<file path="config.mk">
export PLATFORM = sky130hd
export DESIGN_NAME = bcd_time_counter_flat
export DESIGN_NICKNAME = d
export VERILOG_FILES = /design/src/rtl/bcd_time_counter_pkg.sv /design/src/rtl/bcd_time_counter_if.sv /design/src/rtl/bcd_time_counter_digit.sv /design/src/rtl/bcd_time_counter.sv /design/src/flat_wrapper.sv
export SDC_FILE = /design/constraint.sdc
export NUM_CORES = 1
export LEC_CHECK = 0
export CORE_MARGIN = 10
export CORE_UTILIZATION = 46
export CTS_CLUSTER_DIAMETER = 200
export DETAILED_ROUTE_END_ITERATION = 16
export GPL_TIMING_DRIVEN = 0
export HOLD_SLACK_MARGIN = 0.15
export PLACE_DENSITY_LB_ADDON = 0.2
export SYNTH_ARGS = -nofsm -noshare
export SYNTH_HDL_FRONTEND = slang
export SYNTH_SLANG_ARGS = --single-unit
</file>
<file path="constraint.sdc">
create_clock -name clk -period 2.6 [get_ports clk]
set_clock_uncertainty 0.15 [all_clocks]
set_input_delay 0.65 -clock clk [delete_from_list [all_inputs] [get_ports clk]]
set_output_delay 0.65 -clock clk [all_outputs]
set_load 0.02 [all_outputs]
</file>
<file path="src/rtl/bcd_time_counter_pkg.sv">
// -----------------------------------------------------------------------------
// bcd_time_counter_pkg
// Shared constants and helpers for the BCD time-of-day counter:
//   - BCD digit width, type and digit constants
//   - enable/disable constants
//   - hour limits for 24-hour and 12-hour modes
//   - bcd_step : one increment step of a BCD digit with programmable wrap
//   - time_ok  : range check applied to a time load request
// -----------------------------------------------------------------------------
package bcd_time_counter_pkg;

    localparam int BCD_BIT_WIDTH = 4;
    typedef logic [BCD_BIT_WIDTH-1:0] bcd_t;

    localparam bcd_t BCD_ZERO  = 4'd0;
    localparam bcd_t BCD_ONE   = 4'd1;
    localparam bcd_t BCD_TWO   = 4'd2;
    localparam bcd_t BCD_THREE = 4'd3;
    localparam bcd_t BCD_FIVE  = 4'd5;
    localparam bcd_t BCD_NINE  = 4'd9;

    localparam logic ENABLED  = 1'b1;
    localparam logic DISABLED = 1'b0;

    localparam logic [7:0] HOUR24_MAX = 8'd23;
    localparam logic [7:0] HOUR12_MIN = 8'd1;
    localparam logic [7:0] HOUR12_MAX = 8'd12;

    // Next value of a digit: hold, wrap from max_v to min_v, or count up.
    function automatic bcd_t bcd_step(bcd_t cur, logic inc, bcd_t max_v, bcd_t min_v);
        bcd_t nxt;
        if (!inc) begin
            nxt = cur;
        end else if (cur == max_v) begin
            nxt = min_v;
        end else begin
            nxt = cur + BCD_ONE;
        end
        return nxt;
    endfunction

    // True when the six load digits form a legal time for the selected mode.
    function automatic logic time_ok(bcd_t h1, bcd_t h0, bcd_t m1, bcd_t m0,
                                     bcd_t s1, bcd_t s0, logic mode12);
        logic [7:0] hbin;
        logic       ok;
        hbin = ({4'd0, h1} * 8'd10) + {4'd0, h0};
        ok   = (h1 <= BCD_NINE) && (h0 <= BCD_NINE) && (m1 <= BCD_FIVE) &&
               (m0 <= BCD_NINE) && (s1 <= BCD_FIVE) && (s0 <= BCD_NINE);
        if (mode12) begin
            ok = ok && (hbin >= HOUR12_MIN) && (hbin <= HOUR12_MAX);
        end else begin
            ok = ok && (hbin <= HOUR24_MAX);
        end
        return ok;
    endfunction

endpackage

</file>
<file path="src/rtl/bcd_time_counter_if.sv">
// -----------------------------------------------------------------------------
// bcd_time_counter_if
// Control, load and display signals of the time counter.
//   master : drives run/load/load values, observes digits and pulses
//   slave  : the counter itself
// Optional alarm signals exist only when TIME_COUNTER_ALARM_EN is defined.
// -----------------------------------------------------------------------------
interface bcd_time_counter_if;
    import bcd_time_counter_pkg::*;

    logic run;
    logic load;
    bcd_t ld_hour1, ld_hour0, ld_min1, ld_min0, ld_sec1, ld_sec0;
    logic ld_pm;
    bcd_t hour1, hour0, min1, min0, sec1, sec0;
    logic pm;
    logic sec_tick;
    logic day_pulse;
    logic load_err;
`ifdef TIME_COUNTER_ALARM_EN
    logic alarm_en;
    bcd_t al_hour1, al_hour0, al_min1, al_min0;
    logic al_pm;
    logic alarm;
`endif

    modport master (
`ifdef TIME_COUNTER_ALARM_EN
        output alarm_en, al_hour1, al_hour0, al_min1, al_min0, al_pm,
        input  alarm,
`endif
        output run, load, ld_hour1, ld_hour0, ld_min1, ld_min0, ld_sec1, ld_sec0, ld_pm,
        input  hour1, hour0, min1, min0, sec1, sec0, pm, sec_tick, day_pulse, load_err
    );

    modport slave (
`ifdef TIME_COUNTER_ALARM_EN
        input  alarm_en, al_hour1, al_hour0, al_min1, al_min0, al_pm,
        output alarm,
`endif
        input  run, load, ld_hour1, ld_hour0, ld_min1, ld_min0, ld_sec1, ld_sec0, ld_pm,
        output hour1, hour0, min1, min0, sec1, sec0, pm, sec_tick, day_pulse, load_err
    );

endinterface

</file>
<file path="src/rtl/bcd_time_counter_digit.sv">
// -----------------------------------------------------------------------------
// bcd_digit
// One registered BCD digit.
//   inc_i    : count one step this cycle
//   max_i    : value after which the digit wraps
//   min_i    : value the digit wraps to
//   load_i   : synchronous load of ld_val_i (wins over inc_i)
//   q_o      : current digit
//   carry_o  : digit wraps this cycle (increment into the next digit)
// -----------------------------------------------------------------------------
module bcd_digit
    import bcd_time_counter_pkg::*;
#(
    parameter bcd_t RST_VAL = BCD_ZERO
)(
    input  logic clk,
    input  logic rst,
    input  logic inc_i,
    input  bcd_t max_i,
    input  bcd_t min_i,
    input  logic load_i,
    input  bcd_t ld_val_i,
    output bcd_t q_o,
    output logic carry_o
);

    bcd_t digit_q;
    bcd_t digit_d;

    // Next digit value: load, else one counting step.
    always_comb begin
        digit_d = digit_q;
        if (load_i) begin
            digit_d = ld_val_i;
        end else begin
            digit_d = bcd_step(digit_q, inc_i, max_i, min_i);
        end
    end

    // Digit register.
    always_ff @(posedge clk or posedge rst) begin
        if (rst) begin
            digit_q <= RST_VAL;
        end else begin
            digit_q <= digit_d;
        end
    end

    assign q_o     = digit_q;
    assign carry_o = inc_i && (digit_q == max_i);

endmodule

</file>
<file path="src/rtl/bcd_time_counter.sv">
// -----------------------------------------------------------------------------
// bcd_time_counter
// hh:mm:ss BCD time-of-day counter with seconds prescaler, 12/24-hour mode,
// range-checked synchronous load and day-rollover pulse.
//   clk, rst : clock, asynchronous active-high reset
//   bus      : bcd_time_counter_if.slave (run, load + load values in;
//              digits, pm, sec_tick, day_pulse, load_err out)
// Parameters: CLK_PER_SEC (cycles per second, >=1), HOUR_12 (0=24h, 1=12h).
// Optional feature macro: TIME_COUNTER_ALARM_EN adds an hh:mm alarm.
// -----------------------------------------------------------------------------
module bcd_time_counter
    import bcd_time_counter_pkg::*;
#(
    parameter int CLK_PER_SEC = 1,
    parameter int HOUR_12     = 0
)(
    input logic               clk,
    input logic               rst,
    bcd_time_counter_if.slave bus
);

    localparam int              PW         = (CLK_PER_SEC > 1) ? $clog2(CLK_PER_SEC) : 1;
    localparam logic [PW-1:0]   PRESC_LAST = PW'(CLK_PER_SEC - 1);
    localparam logic [PW-1:0]   PRESC_ZERO = PW'(0);
    localparam logic [PW-1:0]   PRESC_ONE  = PW'(1);
    localparam logic            MODE12     = (HOUR_12 != 0) ? ENABLED : DISABLED;
    localparam bcd_t            H1_RST     = MODE12 ? BCD_ONE : BCD_ZERO;
    localparam bcd_t            H0_RST     = MODE12 ? BCD_TWO : BCD_ZERO;

    logic [PW-1:0] presc_q, presc_d;
    logic          pm_q, pm_d;
    logic          sec_tick_q, day_pulse_q, load_err_q;

    logic ld_ok_s, load_go_s, tick_s, adv_s, eleven_s, day_s;
    bcd_t sec0_s, sec1_s, min0_s, min1_s, hour0_s, hour1_s;
    logic sec0_c_s, sec1_c_s, min0_c_s, min1_c_s, hour0_c_s, hour1_c_s;
    bcd_t h0_max_s, h0_min_s, h1_max_s;

    assign ld_ok_s   = time_ok(bus.ld_hour1, bus.ld_hour0, bus.ld_min1, bus.ld_min0,
                               bus.ld_sec1, bus.ld_sec0, MODE12);
    assign load_go_s = bus.load && ld_ok_s;
    assign tick_s    = bus.run && (presc_q == PRESC_LAST);
    // A valid load suppresses the advance that would otherwise happen this edge.
    assign adv_s     = tick_s && !load_go_s;
    assign eleven_s  = (hour1_s == BCD_ONE) && (hour0_s == BCD_ONE);

    // Hour digit wrap limits. 12h runs 12,01..11: hour0 wraps 2->1 in the teens.
    always_comb begin
        h0_max_s = BCD_NINE;
        h0_min_s = BCD_ZERO;
        h1_max_s = BCD_TWO;
        if (MODE12) begin
            h1_max_s = BCD_ONE;
            if (hour1_s == BCD_ONE) begin
                h0_max_s = BCD_TWO;
                h0_min_s = BCD_ONE;
            end else begin
                h0_max_s = BCD_NINE;
                h0_min_s = BCD_ZERO;
            end
        end else begin
            h1_max_s = BCD_TWO;
            h0_min_s = BCD_ZERO;
            h0_max_s = (hour1_s == BCD_TWO) ? BCD_THREE : BCD_NINE;
        end
    end

    bcd_digit #(.RST_VAL(BCD_ZERO)) u_sec0 (.clk(clk), .rst(rst), .inc_i(adv_s),
        .max_i(BCD_NINE), .min_i(BCD_ZERO), .load_i(load_go_s), .ld_val_i(bus.ld_sec0),
        .q_o(sec0_s), .carry_o(sec0_c_s));
    bcd_digit #(.RST_VAL(BCD_ZERO)) u_sec1 (.clk(clk), .rst(rst), .inc_i(sec0_c_s),
        .max_i(BCD_FIVE), .min_i(BCD_ZERO), .load_i(load_go_s), .ld_val_i(bus.ld_sec1),
        .q_o(sec1_s), .carry_o(sec1_c_s));
    bcd_digit #(.RST_VAL(BCD_ZERO)) u_min0 (.clk(clk), .rst(rst), .inc_i(sec1_c_s),
        .max_i(BCD_NINE), .min_i(BCD_ZERO), .load_i(load_go_s), .ld_val_i(bus.ld_min0),
        .q_o(min0_s), .carry_o(min0_c_s));
    bcd_digit #(.RST_VAL(BCD_ZERO)) u_min1 (.clk(clk), .rst(rst), .inc_i(min0_c_s),
        .max_i(BCD_FIVE), .min_i(BCD_ZERO), .load_i(load_go_s), .ld_val_i(bus.ld_min1),
        .q_o(min1_s), .carry_o(min1_c_s));
    bcd_digit #(.RST_VAL(H0_RST)) u_hour0 (.clk(clk), .rst(rst), .inc_i(min1_c_s),
        .max_i(h0_max_s), .min_i(h0_min_s), .load_i(load_go_s), .ld_val_i(bus.ld_hour0),
        .q_o(hour0_s), .carry_o(hour0_c_s));
    bcd_digit #(.RST_VAL(H1_RST)) u_hour1 (.clk(clk), .rst(rst), .inc_i(hour0_c_s),
        .max_i(h1_max_s), .min_i(BCD_ZERO), .load_i(load_go_s), .ld_val_i(bus.ld_hour1),
        .q_o(hour1_s), .carry_o(hour1_c_s));

    // Prescaler next state: cleared by a valid load, wraps at terminal count.
    always_comb begin
        presc_d = presc_q;
        if (load_go_s) begin
            presc_d = PRESC_ZERO;
        end else if (tick_s) begin
            presc_d = PRESC_ZERO;
        end else if (bus.run) begin
            presc_d = presc_q + PRESC_ONE;
        end else begin
            presc_d = presc_q;
        end
    end

    // pm flag and day rollover: in 12h the flag flips on 11->12, the day ends at 11 pm -> 12 am.
    always_comb begin
        pm_d  = pm_q;
        day_s = DISABLED;
        if (!MODE12) begin
            pm_d  = DISABLED;
            day_s = hour1_c_s;
        end else if (load_go_s) begin
            pm_d  = bus.ld_pm;
            day_s = DISABLED;
        end else if (min1_c_s && eleven_s) begin
            pm_d  = ~pm_q;
            day_s = pm_q;
        end else begin
            pm_d  = pm_q;
            day_s = DISABLED;
        end
    end

    // Prescaler, pm flag and one-cycle status pulses.
    always_ff @(posedge clk or posedge rst) begin
        if (rst) begin
            presc_q     <= PRESC_ZERO;
            pm_q        <= DISABLED;
            sec_tick_q  <= DISABLED;
            day_pulse_q <= DISABLED;
            load_err_q  <= DISABLED;
        end else begin
            presc_q     <= presc_d;
            pm_q        <= pm_d;
            sec_tick_q  <= adv_s;
            day_pulse_q <= day_s;
            load_err_q  <= bus.load && !ld_ok_s;
        end
    end

`ifdef TIME_COUNTER_ALARM_EN
    logic alarm_q, alarm_d;
    bcd_t s0_nx_s, s1_nx_s, m0_nx_s, m1_nx_s, h0_nx_s, h1_nx_s;

    // Time after this edge's advance; the alarm compares against it so it lines up with the digits.
    assign s0_nx_s = bcd_step(sec0_s, adv_s, BCD_NINE, BCD_ZERO);
    assign s1_nx_s = bcd_step(sec1_s, sec0_c_s, BCD_FIVE, BCD_ZERO);
    assign m0_nx_s = bcd_step(min0_s, sec1_c_s, BCD_NINE, BCD_ZERO);
    assign m1_nx_s = bcd_step(min1_s, min0_c_s, BCD_FIVE, BCD_ZERO);
    assign h0_nx_s = bcd_step(hour0_s, min1_c_s, h0_max_s, h0_min_s);
    assign h1_nx_s = bcd_step(hour1_s, hour0_c_s, h1_max_s, BCD_ZERO);

    // Alarm fires only on an advance, never on a load.
    always_comb begin
        alarm_d = DISABLED;
        if (adv_s && bus.alarm_en &&
            (s0_nx_s == BCD_ZERO) && (s1_nx_s == BCD_ZERO) &&
            (m0_nx_s == bus.al_min0) && (m1_nx_s == bus.al_min1) &&
            (h0_nx_s == bus.al_hour0) && (h1_nx_s == bus.al_hour1) &&
            (!MODE12 || (pm_d == bus.al_pm))) begin
            alarm_d = ENABLED;
        end else begin
            alarm_d = DISABLED;
        end
    end

    // Alarm pulse register.
    always_ff @(posedge clk or posedge rst) begin
        if (rst) begin
            alarm_q <= DISABLED;
        end else begin
            alarm_q <= alarm_d;
        end
    end

    assign bus.alarm = alarm_q;
`endif

    assign bus.sec0      = sec0_s;
    assign bus.sec1      = sec1_s;
    assign bus.min0      = min0_s;
    assign bus.min1      = min1_s;
    assign bus.hour0     = hour0_s;
    assign bus.hour1     = hour1_s;
    assign bus.pm        = pm_q;
    assign bus.sec_tick  = sec_tick_q;
    assign bus.day_pulse = day_pulse_q;
    assign bus.load_err  = load_err_q;

endmodule
</file>
<file path="src/flat_wrapper.sv">
// flat-port wrapper written by rule: the top's interface ports become plain ports
module bcd_time_counter_flat import bcd_time_counter_pkg::*;
#(
    parameter int CLK_PER_SEC = 1,
    parameter int HOUR_12     = 0
)
  (clk, rst, bus_run, bus_load, bus_ld_hour1, bus_ld_hour0, bus_ld_min1, bus_ld_min0, bus_ld_sec1, bus_ld_sec0, bus_ld_pm, bus_hour1, bus_hour0, bus_min1, bus_min0, bus_sec1, bus_sec0, bus_pm, bus_sec_tick, bus_day_pulse, bus_load_err);
  bcd_time_counter_if bus_i ();
  input logic clk;
  input logic rst;
  input wire logic [$bits(bus_i.run)-1:0] bus_run;
  input wire logic [$bits(bus_i.load)-1:0] bus_load;
  input wire logic [$bits(bus_i.ld_hour1)-1:0] bus_ld_hour1;
  input wire logic [$bits(bus_i.ld_hour0)-1:0] bus_ld_hour0;
  input wire logic [$bits(bus_i.ld_min1)-1:0] bus_ld_min1;
  input wire logic [$bits(bus_i.ld_min0)-1:0] bus_ld_min0;
  input wire logic [$bits(bus_i.ld_sec1)-1:0] bus_ld_sec1;
  input wire logic [$bits(bus_i.ld_sec0)-1:0] bus_ld_sec0;
  input wire logic [$bits(bus_i.ld_pm)-1:0] bus_ld_pm;
  output wire logic [$bits(bus_i.hour1)-1:0] bus_hour1;
  output wire logic [$bits(bus_i.hour0)-1:0] bus_hour0;
  output wire logic [$bits(bus_i.min1)-1:0] bus_min1;
  output wire logic [$bits(bus_i.min0)-1:0] bus_min0;
  output wire logic [$bits(bus_i.sec1)-1:0] bus_sec1;
  output wire logic [$bits(bus_i.sec0)-1:0] bus_sec0;
  output wire logic [$bits(bus_i.pm)-1:0] bus_pm;
  output wire logic [$bits(bus_i.sec_tick)-1:0] bus_sec_tick;
  output wire logic [$bits(bus_i.day_pulse)-1:0] bus_day_pulse;
  output wire logic [$bits(bus_i.load_err)-1:0] bus_load_err;
  assign bus_i.run = bus_run;
  assign bus_i.load = bus_load;
  assign bus_i.ld_hour1 = bus_ld_hour1;
  assign bus_i.ld_hour0 = bus_ld_hour0;
  assign bus_i.ld_min1 = bus_ld_min1;
  assign bus_i.ld_min0 = bus_ld_min0;
  assign bus_i.ld_sec1 = bus_ld_sec1;
  assign bus_i.ld_sec0 = bus_ld_sec0;
  assign bus_i.ld_pm = bus_ld_pm;
  assign bus_hour1 = bus_i.hour1;
  assign bus_hour0 = bus_i.hour0;
  assign bus_min1 = bus_i.min1;
  assign bus_min0 = bus_i.min0;
  assign bus_sec1 = bus_i.sec1;
  assign bus_sec0 = bus_i.sec0;
  assign bus_pm = bus_i.pm;
  assign bus_sec_tick = bus_i.sec_tick;
  assign bus_day_pulse = bus_i.day_pulse;
  assign bus_load_err = bus_i.load_err;
  bcd_time_counter #(.CLK_PER_SEC(CLK_PER_SEC), .HOUR_12(HOUR_12)) u_core (.clk(clk), .rst(rst), .bus(bus_i));
endmodule
</file>
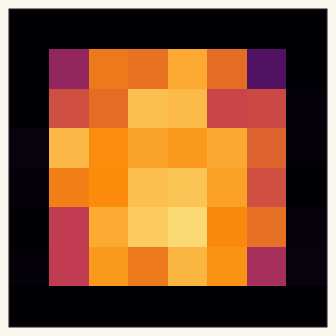
*Cell density map*
8 x 8 tiles, from black (low) to pale yellow (high), 0 to 100% covered.
emptiest ninth of the die: north-east
tiles over 75% full: 27%
nearly empty tiles: 41%
mean over tiles: 40%
fullest tile: 92%
densest ninth of the die: center

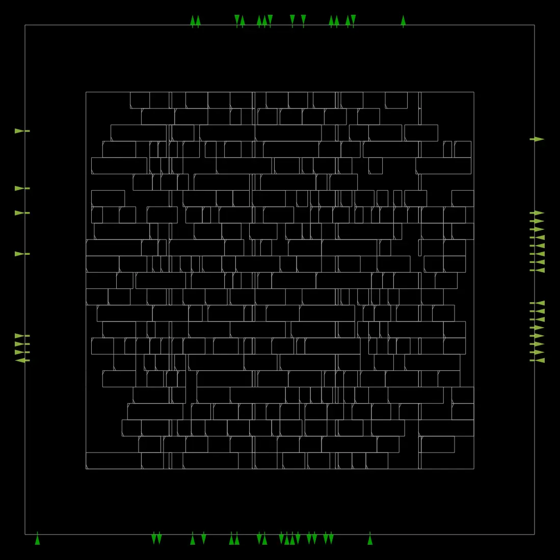
*Cell outlines without signal wires*
Tap Cells: 50
Seq/total area: 24.2%
Filler Cell Count: 307
flop count: 28

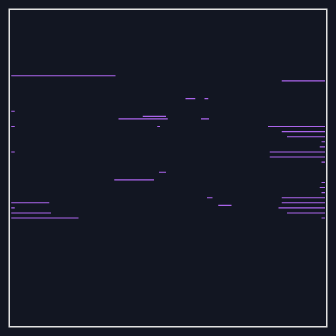
*Metal 3*
nets with wire on the layer: 31
main direction: horizontal
share of all routed wire: 4.6%
wire length on this layer: 235 microns

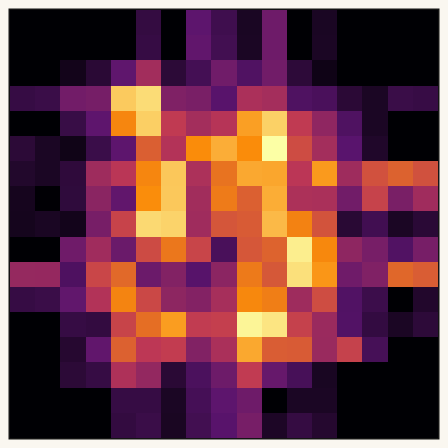
*Wire density map*
17 x 17 tiles, from black (low) to pale yellow (high), scaled to the fullest tile. Values are wire area over tile area, all layers added.
nearly empty tiles: 23%
densest ninth of the die: center
mean over tiles: 0.11
tiles over half the peak: 25%
emptiest ninth of the die: north-east
fullest tile: 0.38

## power by group through the flow
| stage | sequential, W | clock [W] | combinational [W] |
|---|---|---|---|
| after detailed placement | 0.000615 | 0 | 0.000575 |
| after CTS | 0.000606 | 0.000354 | 0.000607 |
| final | 0.000610 | 0.000354 | 0.000607 |
| after global routing | 0.000628 | 0.000379 | 0.000661 |
| after global placement | 0.000611 | 0 | 0.000570 |
| after floorplan | 0.000676 | 0 | 0.000264 |
## per-stage QoR
step	power [W]	setup TNS [ps]	utilization [%]	hold slack (ps)	cells
CTS	0.00157	-7010	70.6	433	312
floorplan	0.000940	-14210	-	379	196
global route	0.00167	-10210	71.9	463	316
global placement	0.00118	-38600	65.2	406	300
finish	0.00157	-7430	71.9	451	316
detailed placement	0.00119	-39470	65.2	409	300
==> flow_metrics.py <==
# Synthesis and PnR figures
metrics = {
    "status": {
        "status": "finished, violations left",
        "violations": "setup timing",
    },
    "synthesis": {
        "common_cells": "dfrtp_1 (28), mux2_2 (18), nor2_1 (15)",
        "synthSimpleGateAreaFrac_pct": 20.4,
        "yosysMostFrequentCell": "dfrtp_1",
        "synthAoiAreaFrac_pct": 9.98,
        "synth_seq_share_pct": 36.5,
        "netlist_instances": 196,
        "synth-edff-count": 0,
        "synth_top_area_share_pct": 36.5,
        "synth_top_cell_by_area": "dfrtp_1",
    },
    "clock_tree": {
        "post_cts_resize_count": 46,
        "postCtsHoldBufs": 0,
    },
    "place": {
        "pre_cts_ws_ps": -1580,
        "globalplace.congestion": 0.735,
        "dpl.hpwl_microns": 3690,
    },
    "cells_and_area": {
        "logic_gate_count": 151,
        "buffers": 71,
        "layout_top_cells": "clkdlybuf4s50_1 (48), dfrtp_1 (28), mux2_4 (17)",
        "diodes": 0,
        "final_common_cell": "clkdlybuf4s50_1",
        "final-nonclk-buf-share_pct": 24.9,
    },
    "sta": {
        "timing.final.ws_setup_ps": -326,
        "setup_viol": 27,
        "worstMarginPinSlew_ps": 1120,
        "relSlewSlack_pct": 25.5,
    },
    "global_routing": {
        "grt_util_met2_pct": 24.3,
        "grt_max_degree": 29,
    },
    "pwr": {
        "power_density_nw_per_um2": 542,
        "p_comb_share_pct": 38.7,
        "clockPowerShare_pct": 22.5,
    },
    "floorplan": {
        "coreArea_sq_um": 4030,
        "die_area_sq_um": 7150,
        "io_pins": 57,
    },
    "worst_setup_path": {
        "endpoint": "u_core.u_hour0.q_o[1]",
        "critPathLaunch": "bus_ld_hour1[1]",
        "cp.required_ps": 2620,
        "reg2reg_to": "u_core.u_hour1.q_o[2]",
        "cp_num_cells": 13,
    },
    "drt": {
        "met2_length_microns": 2610,
        "vias": 1696,
        "drc": 0,
        "top_layer_used": "met4",
    },
    "min_path": {
        "hold_class": "reg -> reg",
        "min_to": "u_core.presc_q",
    },
}
Power is estimated from default activity; no workload was simulated.
